## config.mk

```make
export PLATFORM = sky130hd
export DESIGN_NAME = qif_spike_monitor
export DESIGN_NICKNAME = d
export VERILOG_FILES = /design/src/rtl/qif_spike_monitor.sv
export SDC_FILE = /design/constraint.sdc
export NUM_CORES = 1
export LEC_CHECK = 0
export CORE_MARGIN = 2
export CORE_UTILIZATION = 56
export CTS_CLUSTER_DIAMETER = 150
export DETAILED_ROUTE_END_ITERATION = 7
export PLACE_DENSITY = 0.86
export SLEW_MARGIN = 20
export SYNTH_ARGS = -nofsm -noshare
export SYNTH_HDL_FRONTEND = slang
export SYNTH_SLANG_ARGS = --single-unit
```

## constraint.sdc

```tcl
create_clock -name clk -period 2.7 [get_ports clk]
set_clock_uncertainty 0.2 [all_clocks]
set_input_delay 0.27 -clock clk [delete_from_list [all_inputs] [get_ports clk]]
set_output_delay 0.27 -clock clk [all_outputs]
set_load 0.05 [all_outputs]
```

## src/rtl/qif_spike_monitor.sv

```systemverilog
// Reduces the QIF neuron spike train and membrane potential to per-window
// spike rate, per-window peak potential and the last inter-spike interval.
module qif_spike_monitor #(
    parameter int WINDOW_LOG2 = 10,
    parameter int CNT_W       = 8,
    parameter int ISI_W       = 16
) (
    input  logic             clk,
    input  logic             rst_n,
    input  logic             ena,
    input  logic             spike_in,
    input  logic [7:0]       v_in,
    output logic [CNT_W-1:0] rate,
    output logic [7:0]       peak_v,
    output logic             window_done,
    output logic [ISI_W-1:0] isi,
    output logic             isi_valid,
    output logic             isi_ovf
);

    localparam logic [1:0] ST_IDLE   = 2'd0;
    localparam logic [1:0] ST_TIMING = 2'd1;
    localparam logic [1:0] ST_SAT    = 2'd2;

    localparam logic [CNT_W-1:0]       CNT_MAX  = {CNT_W{1'b1}};
    localparam logic [ISI_W-1:0]       ISI_MAX  = {ISI_W{1'b1}};
    localparam logic [ISI_W-1:0]       ISI_ONE  = {{(ISI_W-1){1'b0}}, 1'b1};
    localparam logic [WINDOW_LOG2-1:0] WIN_ONE  = {{(WINDOW_LOG2-1){1'b0}}, 1'b1};

    logic                   spike_q_r;
    logic [WINDOW_LOG2-1:0] win_cnt_r;
    logic [CNT_W-1:0]       acc_r;
    logic [7:0]             peak_acc_r;
    logic [CNT_W-1:0]       rate_r;
    logic [7:0]             peak_v_r;
    logic                   window_done_r;
    logic [1:0]             state_r;
    logic [ISI_W-1:0]       isi_cnt_r;
    logic [ISI_W-1:0]       isi_r;
    logic                   isi_valid_r;
    logic                   isi_ovf_r;

    logic                   edge_s;
    logic                   last_cycle_s;
    logic [CNT_W-1:0]       acc_sum_s;
    logic [7:0]             peak_max_s;
    logic [1:0]             state_nxt_s;
    logic [ISI_W-1:0]       isi_cnt_nxt_s;
    logic [ISI_W-1:0]       isi_nxt_s;
    logic                   isi_valid_nxt_s;
    logic                   isi_ovf_nxt_s;

    function automatic logic [CNT_W-1:0] sat_inc(input logic [CNT_W-1:0] a, input logic b);
        if (a == CNT_MAX) begin
            sat_inc = CNT_MAX;
        end else begin
            sat_inc = a + {{(CNT_W-1){1'b0}}, b};
        end
    endfunction

    assign edge_s       = spike_in & ~spike_q_r;
    assign last_cycle_s = &win_cnt_r;
    assign acc_sum_s    = sat_inc(acc_r, edge_s);
    assign peak_max_s   = (v_in > peak_acc_r) ? v_in : peak_acc_r;

    // Spike edge detector delay stage
    always_ff @(posedge clk or negedge rst_n) begin
        if (!rst_n) begin
            spike_q_r <= 1'b0;
        end else if (ena) begin
            spike_q_r <= spike_in;
        end
    end

    // Window accumulator; an edge on the closing cycle belongs to the closing window
    always_ff @(posedge clk or negedge rst_n) begin
        if (!rst_n) begin
            win_cnt_r     <= '0;
            acc_r         <= '0;
            peak_acc_r    <= 8'd0;
            rate_r        <= '0;
            peak_v_r      <= 8'd0;
            window_done_r <= 1'b0;
        end else if (ena) begin
            win_cnt_r <= win_cnt_r + WIN_ONE;
            if (last_cycle_s) begin
                rate_r        <= acc_sum_s;
                peak_v_r      <= peak_max_s;
                window_done_r <= 1'b1;
                acc_r         <= '0;
                peak_acc_r    <= 8'd0;
            end else begin
                acc_r         <= acc_sum_s;
                peak_acc_r    <= peak_max_s;
                window_done_r <= 1'b0;
            end
        end
    end

    // ISI next-state: the counter holds at max once an interval has overflowed
    always_comb begin
        state_nxt_s     = state_r;
        isi_cnt_nxt_s   = isi_cnt_r;
        isi_nxt_s       = isi_r;
        isi_ovf_nxt_s   = isi_ovf_r;
        isi_valid_nxt_s = 1'b0;
        case (state_r)
            ST_IDLE: begin
                if (edge_s) begin
                    isi_cnt_nxt_s = ISI_ONE;
                    state_nxt_s   = ST_TIMING;
                end else begin
                    state_nxt_s   = ST_IDLE;
                end
            end
            ST_TIMING: begin
                if (edge_s) begin
                    isi_nxt_s       = isi_cnt_r;
                    isi_ovf_nxt_s   = 1'b0;
                    isi_valid_nxt_s = 1'b1;
                    isi_cnt_nxt_s   = ISI_ONE;
                end else if (isi_cnt_r == ISI_MAX) begin
                    state_nxt_s     = ST_SAT;
                end else begin
                    isi_cnt_nxt_s   = isi_cnt_r + ISI_ONE;
                end
            end
            ST_SAT: begin
                if (edge_s) begin
                    isi_nxt_s       = ISI_MAX;
                    isi_ovf_nxt_s   = 1'b1;
                    isi_valid_nxt_s = 1'b1;
                    isi_cnt_nxt_s   = ISI_ONE;
                    state_nxt_s     = ST_TIMING;
                end else begin
                    state_nxt_s     = ST_SAT;
                end
            end
            default: begin
                state_nxt_s   = ST_IDLE;
                isi_cnt_nxt_s = '0;
            end
        endcase
    end

    // ISI state and result registers
    always_ff @(posedge clk or negedge rst_n) begin
        if (!rst_n) begin
            state_r     <= ST_IDLE;
            isi_cnt_r   <= '0;
            isi_r       <= '0;
            isi_valid_r <= 1'b0;
            isi_ovf_r   <= 1'b0;
        end else if (ena) begin
            state_r     <= state_nxt_s;
            isi_cnt_r   <= isi_cnt_nxt_s;
            isi_r       <= isi_nxt_s;
            isi_valid_r <= isi_valid_nxt_s;
            isi_ovf_r   <= isi_ovf_nxt_s;
        end
    end

    assign rate        = rate_r;
    assign peak_v      = peak_v_r;
    assign window_done = window_done_r;
    assign isi         = isi_r;
    assign isi_valid   = isi_valid_r;
    assign isi_ovf     = isi_ovf_r;

endmodule

```

==> results.rst, run 1 <==
Synthesis and place-and-route
=============================

.. list-table::
   :header-rows: 1

   * - Metric
     - Value
   * - Dpl cells
     - 578
   * - Distinct cells, synth
     - 59
   * - Max incr delay on CP
     - 0.41 ns
   * - Final Hold Slack
     - between 0.2 and 0.3 ns
   * - Unrepaired setup endpoints after global routing
     - no
   * - Post-layout power
     - between 4 and 5 mW
   * - Ratio of cells with drive above 1 in the final layout
     - 0.107
   * - Sequence of cells on the critical path
     - inv_1 > ha_1 > nand4_1 > nor2b_1 > o21a_1 > o31ai_2 > buf_4 > a32o_1
   * - Post-synth area from yosys stat
     - approximately 4100 um^2
   * - CTS Buf Count
     - 9
   * - Cell count listed in synth_stat.txt
     - 436
   * - Largest area contributor in the synthesized netlist
     - dfrtp_1
   * - Leakage power
     - between 2 and 2.5 nW
   * - Endpoint of the most critical setup path
     - peak_acc_r[4]$_DFFE_PN0P_
   * - Number of buffers on the longest clock path
     - 2
   * - X dimension of the die
     - 89.6 um
   * - Sequential power
     - ~1.7 mW
   * - Worst hold endpoint
     - isi[3]$_DFFE_PN0P_
   * - CTS tree
     - done
   * - Total number of cells along the worst setup path
     - 8
   * - Num Clock Sinks
     - 80
   * - Post-CTS clock slew at the launch and capture registers of the worst setup and hold paths
     - roughly 0.08 ns
   * - Run status
     - completed
   * - Master of the slowest instance on the critical path
     - dfrtp_1
   * - Antenna Cells
     - 0
   * - Cells after synthesis
     - around 440
   * - Power consumed by combinational cells
     - about 1.6 mW
   * - Avg Synthesized Cell Area
     - approximately 9.4 um^2
   * - Tool Warnings
     - 29
   * - TritonRoute pass-1 iters
     - 5
   * - Worst r2r path cells
     - 8
   * - Most frequent cells after synthesis
     - dfrtp_1 (80), nor2_1 (51), nand2_1 (50), o21ai_0 (33)
   * - NumNets Final
     - 519
   * - Global-route wire length before repair
     - roughly 15 mm
   * - Comb power frac
     - 0.380
   * - Tot GR Track Use
     - 0.248
   * - P_sw
     - roughly 1.7 mW
   * - # H-tree levels
     - 3
   * - Critical path start-end classification
     - reg2reg
   * - Seq share, synth
     - 0.487
   * - Number of global-route vias before repair
     - 3,350
   * - Setup slack of the worst register-to-register path
     - between 0.3 and 0.4 ns
   * - Family of cells with the greatest summed delay on the critical path
     - AND-OR/OR-AND gates
   * - Top power group
     - registers
   * - Pwr Density
     - between 800 and 900 nW/um^2
   * - Startpoint of the tightest hold check path
     - isi[3]$_DFFE_PN0P_
   * - Total global routing overflow
     - 0
   * - Data arrival time of the worst path
     - 2.36 ns
   * - Final weighted congestion in routability-driven placement
     - around 0.88
   * - Pre-Place Util
     - 0.572
   * - Clock period minus final worst setup slack
     - around 2.3 ns
   * - Cell Area, Synth
     - 4110 um^2
   * - Reg2Reg Launch Point
     - peak_acc_r[6]$_DFFE_PN0P_
   * - Kind of capture point of the worst setup path
     - register
   * - Synth-to-Final Area Change
     - 20.0%
   * - Switching Share
     - 0.395
   * - Total count of hold-check failures in the final report
     - 0
   * - Type of the tightest min-delay check
     - reg2reg
   * - Maximum number of pins on one net before global-route repair
     - 81
   * - Slack of the critical path
     - between 0.3 and 0.4 ns
   * - Worst max-slew margin expressed relative to the limit
     - 0.513
   * - Number of buffers added on ports
     - 46
   * - Number of pins exceeding their max-slew limit in the final report
     - 0
   * - WHS Path Cells
     - 2
   * - Most common flop cell mapped by yosys
     - dfrtp_1
   * - Sort of element at the start of the critical path
     - register
   * - Max_cap viols
     - 0
   * - Transition time of the tightest slew-check pin
     - between 0.7 and 0.8 ns
   * - Register bit count reported by yosys
     - approximately 80
   * - Required time of the critical path
     - approximately 2.8 ns
   * - Initial drt markers
     - around 280
   * - Number of top-level design ports
     - 47
   * - Internal power
     - approximately 2.6 mW
   * - Count of antenna-violating nets left after detailed routing
     - 0
   * - Synth top area share
     - 0.487
   * - Proportion of power drawn by flip-flops and latches
     - 0.391
   * - Peak supply drop
     - roughly 0.41 mV
   * - Wire length per cell
     - around 16 um
   * - Worst setup path start
     - peak_acc_r[6]$_DFFE_PN0P_
   * - Number of synthesized flops with an enable pin
     - 0
   * - Count of endpoints failing setup in the final report
     - 0
-- run 1: layout by cell type (no fill, tap or decap), drive strengths merged, types with 4 or more instances in the layout --
cell	n
a21oi	22
a31oi	20
a32o	8
buf	15
clkbuf	11
clkdlybuf4s50	45
dfrtp	80
ha	16
inv	24
mux2	4
nand2	51
nand2b	4
nand3	19
nand4	9
nor2	51
nor2b	4
nor3	10
nor4	5
o21ai	45
o22ai	6
xnor2	7
-- run 1: kinds of logic after synthesis --
group / synth area share
AND/OR/NAND/NOR: 0.186
XOR/XNOR: 0.0213
flip-flops: 0.487
multiplexers: 0.0177
adder cells (fa/ha/maj): 0.0487
AND-OR/OR-AND: 0.189
buffers and inverters: 0.0493
-- run 1: layer usage --
metal / global-route usage / part of all wire / up-vias / wire [um]
met5: 0 / 0 / - / 0
met2: 0.392 / 0.49 / 124 / 4500
met1: 0.325 / 0.44 / 1641 / 4050
li1: - / - / 1661 / -
met4: 0.134 / 0.030 / 0 / 279
met3: 0.0439 / 0.047 / 30 / 433
-- run 1: sequential cells by signal, indices dropped and copies added, names as in the netlist --
| register | cells |
|---|---|
| isi | 16 |
| isi_cnt_r | 16 |
| win_cnt_r | 10 |
| acc_r | 8 |
| peak_acc_r | 8 |
| peak_v | 8 |
| rate | 8 |
| state_r | 2 |
| isi_ovf | 1 |
| isi_valid | 1 |
| spike_q_r | 1 |
| window_done | 1 |
-- run 1: layout make-up --
cell class              count  area [um^2]
repair buffers             61          577
inverters                  24         95.1
flip-flops and latches     80         2000
fillers                   533         2250
clock inverters             5         80.1
clock buffers              11          141
multi-input cells         315         1910
well taps                  99          124
-- run 1: what timing repair did --
action,CTS,global route
hold buffers,1,0
endpoints found under the setup margin,0,0
buffers inserted,0,0
endpoints found under the hold margin,80,0
gates resized,0,0
**Run 1: cells coloured by class**

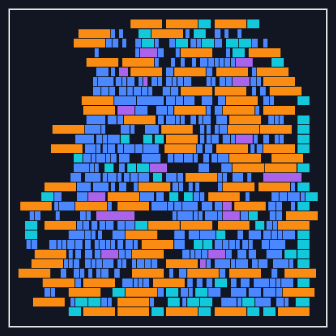
legend:
  clock drivers and dummy loads:
    colour: purple
    cells: 16
    share_of_their_area: 4.6%
  sequential cells:
    colour: orange
    cells: 80
    share_of_their_area: 42%
  combinational and other logic:
    colour: blue
    cells: 339
    share_of_their_area: 42%
  remaining buffers and delay cells:
    colour: cyan
    cells: 61
    share_of_their_area: 12%
area of the placeable core: 7180 um^2
final cell area excluding filler cells: 4930 um^2
share of cell area taken by flip-flops and latches: 0.406
share of the core filled with cells in the final layout: 0.687
Cell Rows: 31

**Run 1: wiring heat map**

18 x 18 tiles, from dark blue (low) to red (high), scaled to the fullest tile. Values are wire area over tile area, all layers added.
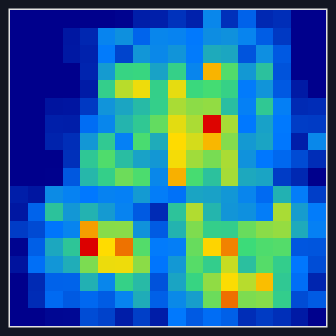
nearly empty tiles: 16%
mean over tiles: 0.19
emptiest ninth of the die: north-west
tiles over half the peak: 19%
fullest tile: 0.63
densest ninth of the die: centre
via total after detailed routing: 3,456
wire length after detailed routing: 9.26 mm

**Run 1: M4 wires**

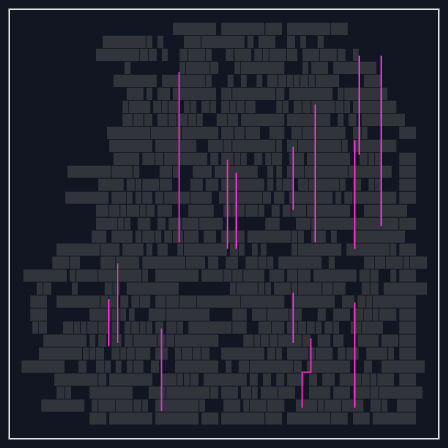
main direction: vertical
share of all routed wire: 3.0%
nets with wire on the layer: 11
wire length on this layer: 280 um

**Run 1: routed clock nets over the placement**

Bar = 20 um.
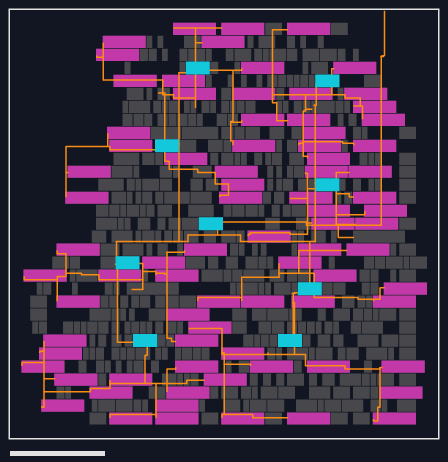
legend:
  clock wires:
    colour: orange
    length: 939 um
  clock drivers:
    colour: cyan
    count: 9
  flip-flops:
    colour: magenta
    count: 80
flops lie: all over the die
routed clock nets: 10
Clk network pwr share: 0.228
worst-skew pair later-pin latency: 0.36 ns
power in the clock group: 0.979 mW

==> inputs of run 2 (changes only) <==
Settings changed: ABC_AREA set to 0.
**Run 2: wiring heat map**

18 x 18 tiles, from dark blue (low) to red (high), scaled to the fullest tile. Values are wire area over tile area, all layers added.
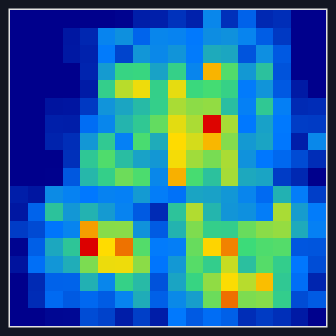
emptiest ninth of the die: north-west
nearly empty tiles: 16%
tiles over half the peak: 19%
densest ninth of the die: centre
fullest tile: 0.63
mean over tiles: 0.19
wire length per cell: 15.6 um
Tot GR Track Use: 0.248

**Run 2: clock nets**

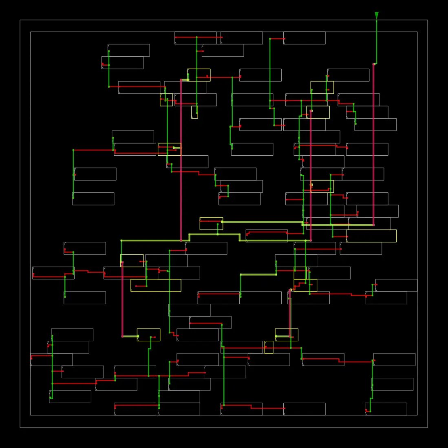
count of sequential standard cells: 80
Num Clock Sinks: 80
CTS Buf Count: 9
clock tree buffer count of the final layout: 11

**Run 2: cells coloured by class**

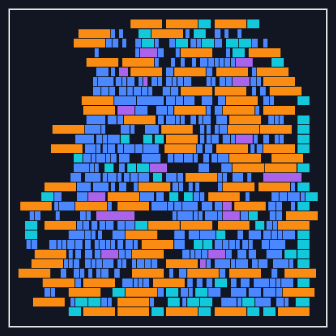
legend:
  remaining buffers and delay cells:
    colour: cyan
    cells: 61
    share_of_their_area: 12%
  combinational and other logic:
    colour: blue
    cells: 339
    share_of_their_area: 42%
  clock drivers and dummy loads:
    colour: purple
    cells: 16
    share_of_their_area: 4.6%
  sequential cells:
    colour: orange
    cells: 80
    share_of_their_area: 42%

==> run 2 against run 1 <==
Compared with the run above:
- non-clock buffer count unchanged
- flip-flop count unchanged
- die size is the same
- sequential power hardly changed
- final area stayed put
==> results.rst, run 2 <==
Synthesis and place-and-route
=============================

.. list-table::
   :header-rows: 1

   * - Metric
     - Value
   * - Run status
     - completed
   * - Proportion of power drawn by flip-flops and latches
     - 0.391
   * - Post-synth area from yosys stat
     - between 4000 and 5000 um^2
   * - Share of cell area taken by flip-flops and latches
     - 0.406
   * - Leakage power
     - between 2 and 2.5 nW
   * - Maximum number of pins on one net before global-route repair
     - 81
   * - Worst r2r path cells
     - 8
   * - WHS Path Cells
     - 2
   * - Total count of hold-check failures in the final report
     - 0
   * - Kind of capture point of the worst setup path
     - register
   * - Met2 Track Usage GR
     - 0.392
   * - Clock period minus final worst setup slack
     - roughly 2.3 ns
   * - Switching Share
     - 0.395
   * - Avg Synthesized Cell Area
     - around 9.4 um^2
   * - Buffer count excluding the clock tree in the final layout
     - slightly above 60
   * - Postcts setup bufs
     - 0
   * - Number of buffers on the longest clock path
     - 2
   * - Cells after synthesis
     - between 400 and 500
   * - Top power group
     - registers
   * - Unrepaired setup endpoints after global routing
     - no
   * - Clk network pwr share
     - 0.228
   * - Detailed-routed wire length on met3
     - between 400 and 500 um
   * - # H-tree levels
     - 3
   * - Tool Warnings
     - 29
   * - Synth-to-Final Area Change
     - 20.0%
   * - Number of tap cells added at floorplan
     - around 100
   * - Startpoint of the tightest hold check path
     - isi[3]$_DFFE_PN0P_
   * - Comb_multi_in
     - between 300 and 400
   * - Area-dominant cell class after layout
     - registers
   * - Number of synthesized flops with an enable pin
     - 0
   * - Type of the tightest min-delay check
     - reg2reg
   * - X dimension of the die
     - 89.6 um
   * - Post-CTS clock slew at the launch and capture registers of the worst setup and hold paths
     - about 0.080 ns
   * - Internal power
     - approximately 2.6 mW
   * - Total length of routed met2 wires
     - around 4.5 mm
   * - Master of the slowest instance on the critical path
     - dfrtp_1
   * - Area of the placeable core
     - around 7200 um^2
   * - Most numerous logic cell after layout
     - dfrtp_1
   * - Quantity of gates resized following cts
     - 0
   * - Required time of the critical path
     - about 2.8 ns
   * - Most frequent cells after synthesis
     - dfrtp_1 (80), nor2_1 (51), nand2_1 (50), o21ai_0 (33)
   * - Cell Area, Synth
     - 4110 um^2
   * - Signal buf overhead
     - 0.117
   * - Clock network contribution to total cell area
     - 0.0449
   * - Count of antenna-violating nets left after detailed routing
     - 0
   * - Sequence of cells on the critical path
     - inv_1 > ha_1 > nand4_1 > nor2b_1 > o21a_1 > o31ai_2 > buf_4 > a32o_1
   * - CTS tree
     - done
   * - Reg2Reg Launch Point
     - peak_acc_r[6]$_DFFE_PN0P_
   * - Register Area
     - 2000 um^2
   * - Signal inverters
     - 24
   * - Cell count listed in synth_stat.txt
     - between 400 and 500
   * - Register bit count reported by yosys
     - 80
   * - GR Util met1
     - 0.325
   * - P_sw
     - 1.69 mW
   * - Largest area contributor in the synthesized netlist
     - dfrtp_1
   * - Power consumed by combinational cells
     - between 1.5 and 2 mW
   * - Antenna Cells
     - 0
   * - Family of cells with the greatest summed delay on the critical path
     - AND-OR/OR-AND gates
   * - Number of buffers added on ports
     - 46
   * - Initial drt markers
     - 275
   * - Synth top area share
     - 0.487
   * - Critical path start-end classification
     - reg2reg
   * - Peak supply drop
     - roughly 0.41 mV
   * - Combinational share of cell area
     - 0.387
   * - Cell Rows
     - 31
   * - Sort of element at the start of the critical path
     - register
   * - M1 WL
     - around 4.0 mm
   * - Final weighted congestion in routability-driven placement
     - 0.880
   * - Transition time of the tightest slew-check pin
     - 0.726 ns
   * - Number of pins exceeding their max-slew limit in the final report
     - 0
==> run 2: kinds of logic after synthesis <==
logic type,Yosys count,synth area share
multiplexers,6,0.0177
buffers and inverters,41,0.0493
AND/OR/NAND/NOR,161,0.186
XOR/XNOR,10,0.0213
adder cells (fa/ha/maj),16,0.0487
flip-flops,80,0.487
AND-OR/OR-AND,122,0.189
==> run 2: tightest hold or removal path: stages (launching register included) <==
cell and delay [ns]:
dfrtp_1 0.35, nand2_1 0.05, o21ai_0 0.06
==> run 2: worst max path at each step <==
| stage | from | endpoint | slack (ns) | cells after the start |
|---|---|---|---|---|
| floorplan | peak_acc_r[1]$_DFFE_PN0P_ | peak_acc_r[3]$_DFFE_PN0P_ | 0.51 | 7 |
| global placement | v_in[0] | peak_acc_r[0]$_DFFE_PN0P_ | 0.24 | 9 |
| detailed placement | v_in[1] | peak_acc_r[4]$_DFFE_PN0P_ | 0.13 | 8 |
| CTS | peak_acc_r[6]$_DFFE_PN0P_ | peak_acc_r[4]$_DFFE_PN0P_ | 0.46 | 8 |
| global route | state_r[1]$_DFFE_PN0P_ | isi_cnt_r[12]$_DFFE_PN0P_ | 0.28 | 8 |
| finish | peak_acc_r[6]$_DFFE_PN0P_ | peak_acc_r[4]$_DFFE_PN0P_ | 0.39 | 8 |
==> run 2: per-stage QoR <==
stage | setup slack (ns) | utilization | hold slack (ns) | power (mW) | instance area, um^2
2_1_floorplan | 0.511 | - | -0.226 | 2.80 | 4110
3_3_place_gp | 0.242 | 0.654 | 0.262 | 3.23 | 4690
3_5_place_dp | 0.126 | 0.654 | 0.270 | 3.30 | 4690
4_1_cts | 0.457 | 0.686 | 0.285 | 4.29 | 4920
5_1_grt | 0.281 | 0.687 | 0.300 | 4.55 | 4930
6_report | 0.392 | 0.687 | 0.281 | 4.28 | 4930
Power figures rest on the tool's default switching activity, not on a simulated workload.
